## src/rtl/dip_code_decoder.sv

```systemverilog
// Receive-side decoder for the 7-position DIP-switch code: synchronises and debounces
// the 3-bit header code, then drives a one-hot LED select, a change pulse and an idle blink.
module dip_code_decoder #(
  parameter int DEBOUNCE_CYCLES = 50000,
  parameter int BLINK_CYCLES    = 25000000
) (
  input  logic       clk,
  input  logic       rst,
  input  logic [2:0] code_in,
  output logic [6:0] led,
  output logic       code_valid,
  output logic       code_change,
  output logic       idle_blink
);

  localparam int         CNT_W   = $clog2(DEBOUNCE_CYCLES + 1);
  localparam int         BLINK_W = $clog2(BLINK_CYCLES + 1);
  localparam logic [2:0] NONE    = 3'b111;

  localparam logic [CNT_W-1:0]   CNT_LAST   = CNT_W'(DEBOUNCE_CYCLES - 1);
  localparam logic [BLINK_W-1:0] BLINK_LAST = BLINK_W'(BLINK_CYCLES - 1);

  typedef enum logic {STABLE, SETTLE} state_t;

  state_t             state;
  logic [2:0]         sync1, sync2;
  logic [2:0]         stable, candidate;
  logic [CNT_W-1:0]   cnt;
  logic [BLINK_W-1:0] blink_cnt;
  logic               commit;
  logic [2:0]         stable_next;

  // Encoder map: channel index = 6 - code, code 111 selects nothing.
  function automatic logic [6:0] decode(input logic [2:0] code);
    case (code)
      3'b110:  decode = 7'b0000001;
      3'b101:  decode = 7'b0000010;
      3'b100:  decode = 7'b0000100;
      3'b011:  decode = 7'b0001000;
      3'b010:  decode = 7'b0010000;
      3'b001:  decode = 7'b0100000;
      3'b000:  decode = 7'b1000000;
      default: decode = 7'b0000000;
    endcase
  endfunction

  // The blink logic must see the code that will be accepted on this edge, so a commit
  // into a channel silences the indicator on the same edge the LED lights.
  assign commit      = (state == SETTLE) && (sync2 == candidate) && (cnt == CNT_LAST);
  assign stable_next = commit ? candidate : stable;

  // NOTE: every register here uses non-blocking assignment so all flops sample the
  // pre-edge values; blocking assignment would collapse the two-flop synchroniser.
  always_ff @(posedge clk) begin
    if (rst) begin
      state       <= STABLE;
      sync1       <= NONE;
      sync2       <= NONE;
      stable      <= NONE;
      candidate   <= NONE;
      cnt         <= '0;
      blink_cnt   <= '0;
      led         <= '0;
      code_valid  <= 1'b0;
      code_change <= 1'b0;
      idle_blink  <= 1'b0;
    end else begin
      sync1       <= code_in;
      sync2       <= sync1;
      code_change <= 1'b0;

      case (state)
        STABLE: begin
          if (sync2 != stable) begin
            candidate <= sync2;
            cnt       <= '0;
            state     <= SETTLE;
          end
        end
        SETTLE: begin
          if (sync2 != candidate) begin
            candidate <= sync2;
            cnt       <= '0;
          end else if (commit) begin
            stable      <= candidate;
            led         <= decode(candidate);
            code_valid  <= (candidate != NONE);
            code_change <= (candidate != stable);
            state       <= STABLE;
          end else begin
            cnt <= cnt + 1'b1;
          end
        end
      endcase

      // Counting only runs while idle both before and after this edge, so entering
      // the idle code restarts the square wave from zero.
      if (stable_next != NONE || stable != NONE) begin
        blink_cnt  <= '0;
        idle_blink <= 1'b0;
      end else if (blink_cnt == BLINK_LAST) begin
        blink_cnt  <= '0;
        idle_blink <= ~idle_blink;
      end else begin
        blink_cnt <= blink_cnt + 1'b1;
      end
    end
  end

endmodule

```

## config.mk

```make
export PLATFORM = sky130hd
export DESIGN_NAME = dip_code_decoder
export DESIGN_NICKNAME = d
export VERILOG_FILES = /design/src/rtl/dip_code_decoder.sv
export SDC_FILE = /design/constraint.sdc
export NUM_CORES = 1
export LEC_CHECK = 0
export CAP_MARGIN = 5
export CORE_AREA = 3 3 79 89
export CTS_BUF_LIST = sky130_fd_sc_hd__clkbuf_8
export DETAILED_ROUTE_END_ITERATION = 7
export DIE_AREA = 0 0 82 92
export PLACE_DENSITY_LB_ADDON = 0.2
export REMOVE_ABC_BUFFERS = 1
export SLEW_MARGIN = 20
export SYNTH_ARGS = -nofsm -noshare
export SYNTH_HDL_FRONTEND = slang
export SYNTH_SLANG_ARGS = --single-unit
export TNS_END_PERCENT = 100
```

## constraint.sdc

```tcl
create_clock -name clk -period 1.8 [get_ports clk]
set_clock_uncertainty 0.05 [all_clocks]
set_input_delay 0.36 -clock clk [delete_from_list [all_inputs] [get_ports clk]]
set_output_delay 0.36 -clock clk [all_outputs]
set_load 0.01 [all_outputs]
```

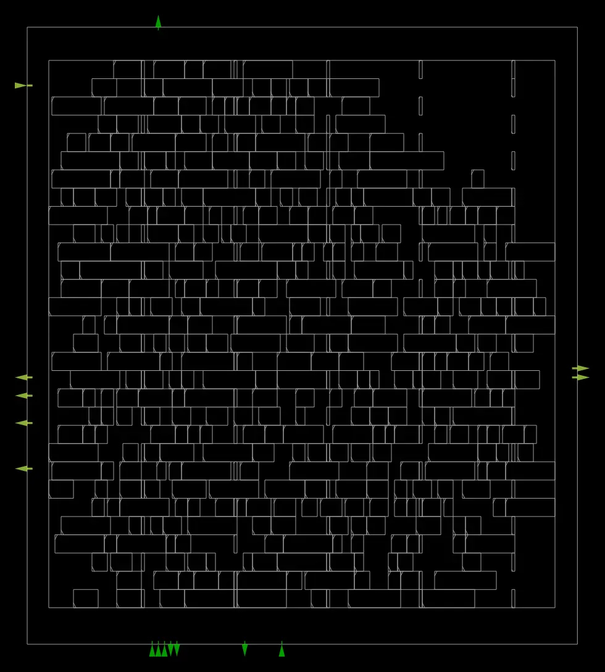
run_1/placed.png
final core occ: 66.7%
# rows: 30

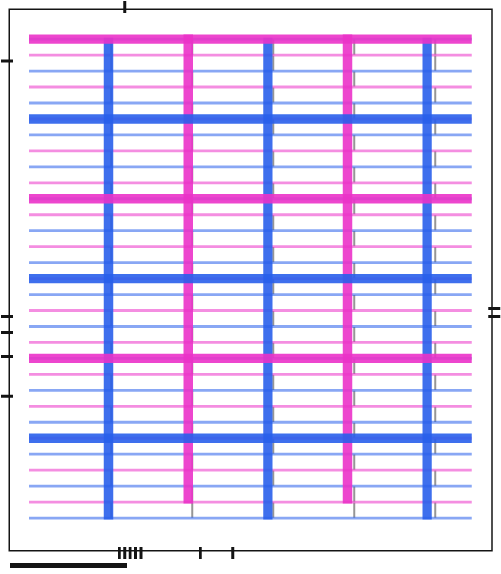
run_1/floorplan.png
Bar = 20 um. Pins as bars on the die edge. Tap cells in gray.
magenta -> VDD
blue -> VSS
met4 straps = 5
rows = 30
met5 straps = 6
tap cells = 80

==> impl_metrics.tcl, run 1 <==
# implementation run metrics
set metrics [dict create \
    fmax_mhz 547 \
    synthAdderAreaFrac_pct 0.817 \
    period_used_pct 102 \
    chipArea_mm2 0.00754 \
    wire_per_inst_um 15.5 \
    hold_violations 0 \
    internal_power_uw 2190 \
    power_leader "sequential cells" \
    wl_met2_um 3770 \
    rrSetupSlack_ns -0.03 \
    setup_ws_ns -0.0283 \
    wl_met3_um 209 \
    cts_hold_buf 0 \
    r2r-start "blink_cnt[1]" \
    place_area_mm2 0.00359 \
    grt_pass1_wl_um 11900 \
    cp-start-kind "flop" \
    remaining_drc_errors 0 \
    required_ns 2.01 \
    port_buffers 14 \
    n_antenna_cell 0 \
    finalSetupViolCount 3 \
    final_cells 489 \
    pre_cts_ws_ns -0.0692 \
    gr-usage-met1_pct 27.1 \
    area_growth_pct 34.2 \
    cts_buffers 9 \
    numSynthFlops 64 \
    dr.max_layer_used "met4" \
    avgSynthCellArea_um2 8.87 \
    maxCapViolCount 0 \
    initialDrtViolationCount 104 \
    ys_warn_count 0 \
    path_class "reg -> reg" \
    netlist_area_mm2 0.00306 \
    min_path_type "reg -> reg" \
    yosysCellCount 345 \
    dp.cells 464 \
    fp_util_pct 49.7 \
    combPwrFrac_pct 7.4 \
    place.gp.congestion 0.825 \
    use_met2_pct 30.6 \
    outcome "complete, but fails checks" \
    clk_path_buf_depth 2 \
    place_hpwl_um 4750 \
    die_h_um 92 \
    whs_path_depth 1 \
    total_power_uw 2850 \
    setup_tns_ns -0.0572 \
    violations "negative setup slack" \
    ant_nets 0 \
    cts_tree "yes" \
    p_comb_uw 210 \
    holdWs_ns 0.365 \
    grt-ovfl-total 0 \
    vias 2864 \
    fillerInstances 507 \
    ys_sh_aoi_pct 17.4 \
    critPathMaxFanout 5 \
    vdd_drop_max_v 0.000446 \
    htreeDepth 3 \
    grt_antenna_before_repair 0 \
    worstHoldEndpoint "sync2[0]" \
    drt_wl_total_um 7580 \
    routed_via_density 5.86 \
]
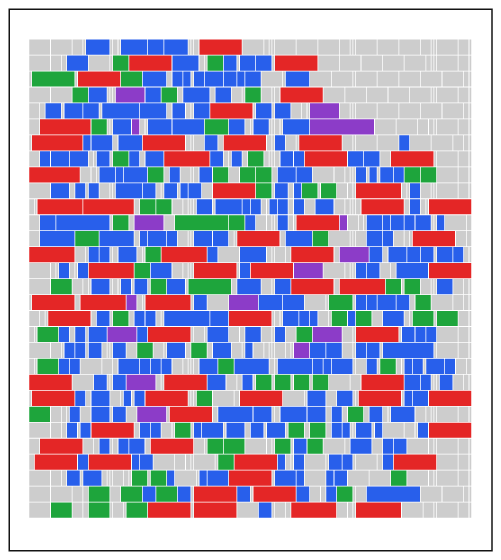
run_1/class_map.png
Fill, decap, tap and diode cells in gray.
green -> remaining buffers and delay cells  # cells 73, share of their area 16%
blue -> remaining logic cells  # cells 257, share of their area 47%
purple -> clock drivers and dummy loads  # cells 15, share of their area 4.7%
red -> registers  # cells 64, share of their area 33%

## run 1: layout make-up
cell class              instances  area, um2  area share (%)
well taps                      80        100            2.44
flip-flops and latches         64       1310            31.9
inverters                       5       18.8           0.457
clock buffers                  10        138            3.35
repair buffers                 73        637            15.5
clock inverters                 5       50.0            1.22
multi-input cells             252       1860            45.2
## run 1: cell usage after synthesis, types with 6 or more instances
master and n:
dfxtp_1 64, o21ai_0 25, a21oi_1 21, nand2_1 20
nand3_1 20, clkbuf_1 16, nand4_1 15, xor2_1 14
a211oi_1 13, nor3_1 13, or3_1 13, or4_1 13
o31ai_1 11, and4_1 8, buf_2 8, mux2i_1 6
or2_2 6, xnor2_1 6
## run 1: registers in the layout, summed over array words and instances (netlist names), 3 cells and up
register / flops
led: 7
stable: 3
sync2: 3
sync1: 3
cnt: 16
candidate: 3
blink_cnt: 25
## run 1: worst max-delay path by stage
stage / endpoint / start
5_1_grt: blink_cnt[21] / blink_cnt[1]
3_5_place_dp: blink_cnt[22] / blink_cnt[0]
4_1_cts: blink_cnt[16] / blink_cnt[0]
6_report: blink_cnt[21] / blink_cnt[1]
2_1_floorplan: blink_cnt[10] / cnt[4]
3_3_place_gp: blink_cnt[16] / blink_cnt[0]
## run 1: critical path, stage by stage (launching register included)
cell      delay [ns]
dfxtp_2         0.35
buf_6           0.12
nand3_4         0.07
or4_4           0.55
or4_4           0.43
a211oi_2        0.18
## run 1: cell usage in the layout, fill, tap and decap left out, drive strengths merged, types with 15 or more instances in the layout
cell and count:
dfxtp 64, a211oi 15, nand3 23, nand2 20
a21oi 21, or4 15, nand4 15, buf 58
o21ai 26
## run 1: repair_timing
action,4_1_cts,5_1_grt
resized,12,46
setup endpoints to repair,11,34
buffers inserted,3,5
pin swaps,6,18
gates cloned,0,2
## Run 2: what changed since run 1
Settings changed: CORE_AREA 3 3 79 89 to 2 2 78 88, DIE_AREA 0 0 82 92 to 0 0 80 90.
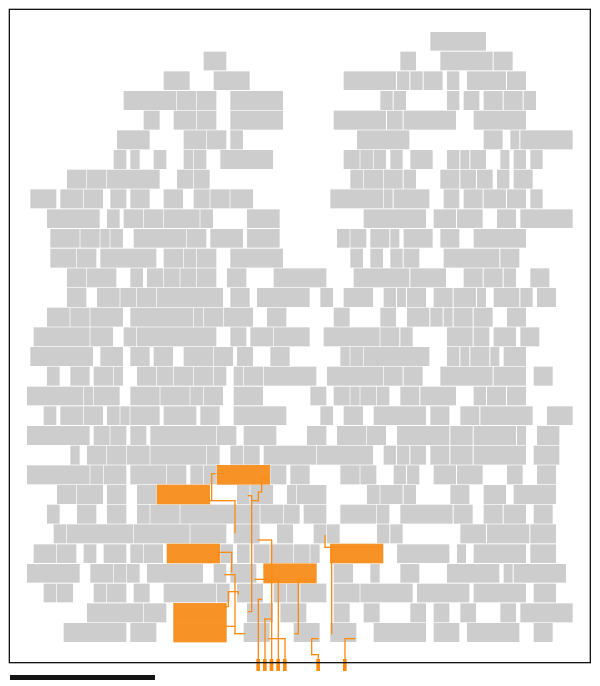
run_2/port_trees.png
Bar = 20 um.
orange -> `led`  # direction output, edge south, end cells 7, buffers 7, wire 151 um

==> run 2 against run 1 <==
Compared with the run above:
- the flow still finishes with violations (negative setup slack)
- die area down 4.6%
- fmax up 1.5%
- total power up 6.8%
- cell count up 3.5%
- count of clock-buffer cells in the layout down 1
- global-route usage up 1.9 points
- via count up 4.8%
- sequential share of layout area down 0.63 points
- critical endpoint is now blink_cnt[23]
==> impl_metrics.tcl, run 2 <==
# implementation run metrics
set metrics [dict create \
    post_cts_buffers 0 \
    place.gp.congestion 0.835 \
    regMostFlops "blink_cnt" \
    netlist_area_mm2 0.00306 \
    maxCapViolCount 0 \
    cts.sinks 64 \
    vias 3001 \
    slew_violations 0 \
    lay_top_count "buf_4" \
    routed_via_density 5.93 \
    avgSynthCellArea_um2 8.87 \
    top_cell "dfxtp_1" \
    regArea_mm2 0.00132 \
    period_used_pct 100 \
    ys_warn_count 0 \
    holdWs_ns 0.360 \
    place_area_mm2 0.00368 \
    nNetsFinal 426 \
    yosysCellCount 345 \
    place_hpwl_um 4900 \
    vdd_drop_max_v 0.000575 \
    cts_tree "yes" \
    min_path_type "reg -> reg" \
    r2r-start "blink_cnt[8]" \
    critPathLaunch "blink_cnt[8]" \
    die_h_um 90 \
    area_growth_pct 37.4 \
    wire_per_inst_um 16.1 \
    outcome "complete, but fails checks" \
    fp_util_pct 48.1 \
    largest_reg_flops 25 \
    fillerInstances 521 \
    grt_pass1_wl_um 12600 \
    cts_hold_buf 0 \
    numSynthFlops 64 \
    drt_wl_total_um 8140 \
    cts_resized 10 \
    clkTransAtPathRegs_ns 0.08 \
    critPathMaxFanout 5 \
    violations "negative setup slack" \
    total_power_uw 3050 \
    dp.cells 479 \
    chipArea_mm2 0.00720 \
    final_cell_mix "65 x buf_4, 47 x dfxtp_1, 25 x o21ai_0" \
    clk_path_buf_depth 2 \
    port_buffers 14 \
    cts_buffers 9 \
    grt-ovfl-total 0 \
    finalSetupViolCount 1 \
    ant_nets 0 \
    n_antenna_cell 0 \
    setup_ws_ns -0.00194 \
    htreeDepth 3 \
    fmax_mhz 555 \
    path_class "reg -> reg" \
    cp-start-kind "flop" \
    required_ns 2.01 \
    whs_path_depth 1 \
    remaining_drc_errors 0 \
    top_regs "blink_cnt: 25 flops, cnt: 16 flops, led: 7 flops" \
]
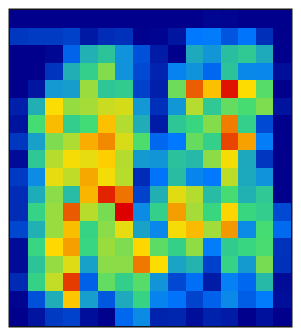
run_2/route_heat.png
The die is cut into 16 by 18 equal tiles; dark blue is low, red is high, scaled to the fullest tile. Values are wire area over tile area, all layers added.
fullest tile = 0.49
nearly empty tiles = 13%
tiles over half the peak = 31%
mean over tiles = 0.18

==> run 2: through the flow <==
| step | util, % | setup WS (ns) | TNS [ns] |
|---|---|---|---|
| after detailed placement | 57.9 | -0.0457 | -0.734 |
| after global routing | 66.1 | -0.0955 | -1.68 |
| final | 66.1 | -0.00194 | -0.00194 |
| after floorplan | - | -0.331 | -10.61 |
| after global placement | 57.9 | 0.0148 | 0 |
| after CTS | 61.7 | -0.0173 | -0.0219 |
==> run 2: metal layers <==
layer	global-route usage (%)	vias up	part of all wire, %
met5	0	-	0
met4	8.19	0	2.7
met3	5.92	18	3.5
met2	35.6	68	52
li1	-	1447	-
met1	27.1	1468	42
==> run 2: kinds of logic after synthesis <==
logic type / after synthesis / synth area share [%]
multiplexers: 6 / 1.96
adder cells (fa/ha/maj): 2 / 0.817
flip-flops: 64 / 41.8
XOR/XNOR: 20 / 5.72
AND/OR/NAND/NOR: 141 / 28.4
AND-OR/OR-AND: 83 / 17.4
buffers and inverters: 29 / 3.88
==> run 2: path summary, 6_finish.rpt <==
path	to	slack [ns]
setup / recovery	blink_cnt[23]	-0.002
hold / removal	sync2[2]	0.36
setup reg to reg	blink_cnt[23]	-0.002
hold reg to reg	sync2[2]	0.36
==> run 2: where the power goes <==
group / switching (uW) / total (uW) / internal [uW]
logic: 115 / 219 / 103
registers: 18.7 / 1450 / 1430
clock network: 599 / 1380 / 781
total: 733 / 3050 / 2310
==> run 2: final cells by class <==
cell class,instances,share of cell area (%)
Timing Repair Buffer,87,17.9
Tap cell,82,2.44
Sequential cell,64,31.3
Clock buffer,9,2.94
Inverter,5,0.446
Multi-Input combinational cell,252,42.7
Clock inverter,7,2.26
==> run 2: critical path, cell delays in order (launching register included) <==
cell and delay, ns:
dfxtp_4 0.37, nand3_2 0.10, or4_4 0.56, or4_4 0.43, a211oi_2 0.21
## Run 3: what changed since run 2
Settings changed: CAP_MARGIN 5 to 15.
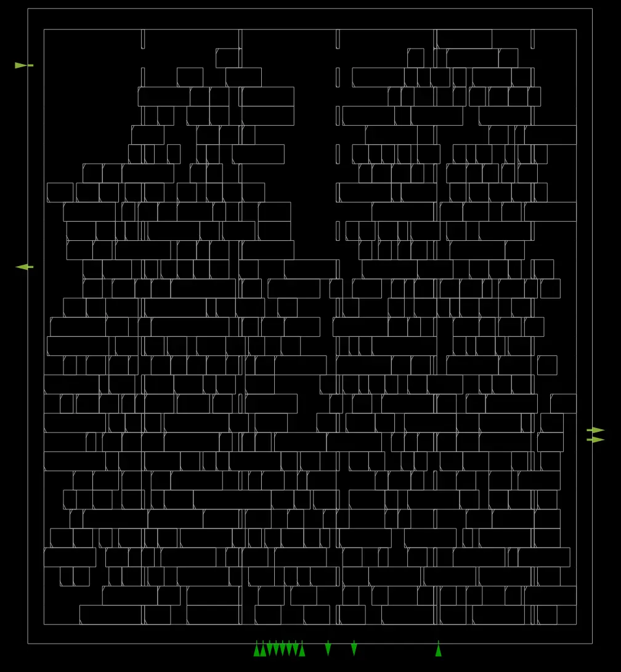
run_3/placed.png
core area: 0.00636 mm2
final core occ: 66.1%
Tap Cells: 82

==> run 3 against run 2 <==
Compared with the run above:
- the run still ends with negative setup slack left
- via count stayed put
- routed wire length stayed put
- utilization is the same
- synthesized cell count stayed put
- global-route usage unchanged
- setup slack did not move
- fmax is the same
- sequential share of layout area stayed put
- die area is the same
==> impl_metrics.tcl, run 3 <==
# implementation run metrics
set metrics [dict create \
    powerSeq_uw 1450 \
    p_comb_uw 219 \
    whs_path_depth 1 \
    grt-ovfl-total 0 \
    synthAdderAreaFrac_pct 0.817 \
    power.clock.fraction_pct 45.3 \
    internal_power_uw 2310 \
    final_cell_mix "65 x buf_4, 47 x dfxtp_1, 25 x o21ai_0" \
    period_used_pct 100 \
    place_hpwl_um 4900 \
    total_power_uw 3050 \
    lay_top_count "buf_4" \
    top_cells_by_count "64 x dfxtp_1, 25 x o21ai_0, 21 x a21oi_1, 20 x nand2_1, 20 x nand3_1" \
    top_regs "blink_cnt: 25 flops, cnt: 16 flops, led: 7 flops" \
    regArea_mm2 0.00132 \
    setup_ws_ns -0.00194 \
    port_buffers 14 \
    maxCapViolCount 0 \
    ys_sh_aoi_pct 17.4 \
    finalSetupViolCount 1 \
    largest_reg_flops 25 \
    initialDrtViolationCount 127 \
    setup_tns_ns -0.00194 \
    combPwrFrac_pct 7.2 \
    chipArea_mm2 0.00720 \
    netlist_area_mm2 0.00306 \
    place.gp.congestion 0.835 \
    slew_violations 0 \
    critPathMaxFanout 5 \
    r2r-end "blink_cnt[23]" \
    critPathLaunch "blink_cnt[8]" \
    outcome "complete, but fails checks" \
    cts_buffers 9 \
    hold_violations 0 \
    n_antenna_cell 0 \
    drt_wl_total_um 8140 \
    grt_pass1_wl_um 12600 \
    routed_via_density 5.93 \
    vdd_drop_max_v 0.000575 \
    ys_top_logic_family "simple AND/OR/NAND/NOR gates" \
    violations "negative setup slack" \
    synthSimpleGateAreaFrac_pct 28.4 \
    xor_share_pct 5.72 \
    power_leader "sequential cells" \
    netSwitchingPower_uw 733 \
    yosysCellCount 345 \
    synth.area.mux_share_pct 1.96 \
    ys_warn_count 0 \
    worstHoldEndpoint "sync2[2]" \
    p_sw_share_pct 24.1 \
    ant_nets 0 \
    regMostFlops "blink_cnt" \
    cp-start-kind "flop" \
    p_clk_uw 1380 \
    cts_tree "yes" \
]
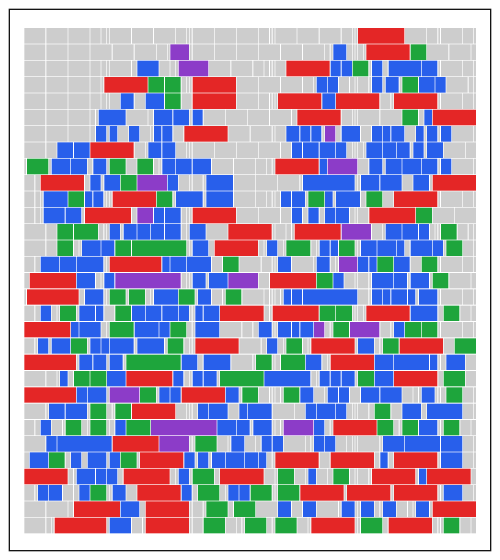
run_3/class_map.png
Fill, decap, tap and diode cells in gray.
blue -> remaining logic cells  # cells 257, share of their area 44%
red -> registers  # cells 64, share of their area 32%
green -> remaining buffers and delay cells  # cells 87, share of their area 18%
purple -> clock drivers and dummy loads  # cells 16, share of their area 5.3%

[run 3: cell counts in the layout (fill, tap and decap cells not counted)]
No cell type changed its count.
[run 3: critical path, stage by stage, from the launching register on]
cell and delay [ns]:
dfxtp_4 0.37, nand3_2 0.10, or4_4 0.56, or4_4 0.43, a211oi_2 0.21
[run 3: cell type report]
cell class                      count  share of cell area [%]
Timing Repair Buffer               87                    17.9
Clock inverter                      7                    2.26
Clock buffer                        9                    2.94
Multi-Input combinational cell    252                    42.7
Inverter                            5                   0.446
Tap cell                           82                    2.44
Sequential cell                    64                    31.3
[run 3: metrics by stage]
stage | cell area (um2) | utilization [%] | setup WS [ns] | cells | hold slack (ns)
floorplan | 2960 | - | -0.331 | 321 | 0.339
global placement | 3680 | 57.9 | 0.0148 | 479 | 0.342
detailed placement | 3680 | 57.9 | -0.0457 | 479 | 0.346
CTS | 3930 | 61.7 | -0.0173 | 495 | 0.364
finish | 4210 | 66.1 | -0.00194 | 506 | 0.360
global route | 4210 | 66.1 | -0.0955 | 506 | 0.391
[run 3: routing by layer]
metal / part of all wire, % / track usage [%] / vias up / routed length, um
met5: 0 / 0 / - / 0
met4: 2.7 / 8.19 / 0 / 218
met3: 3.5 / 5.92 / 18 / 287
met1: 42 / 27.1 / 1468 / 3410
li1: - / - / 1447 / -
met2: 52 / 35.6 / 68 / 4230
[run 3: logic make-up after synthesis]
| family | count (synthesis) |
|---|---|
| adder cells (fa/ha/maj) | 2 |
| multiplexers | 6 |
| buffers and inverters | 29 |
| XOR/XNOR | 20 |
| AND/OR/NAND/NOR | 141 |
| flip-flops | 64 |
| AND-OR/OR-AND | 83 |
[run 3: repair_timing]
item	CTS	global route
endpoints found under the setup margin	28	34
hold buffers	0	0
hold endpoints to repair	0	0
resized	10	44
setup buffers	0	8
cloned	0	3
pin swaps	1	18
No activity file was given, so power comes from the tool's default toggle rates.
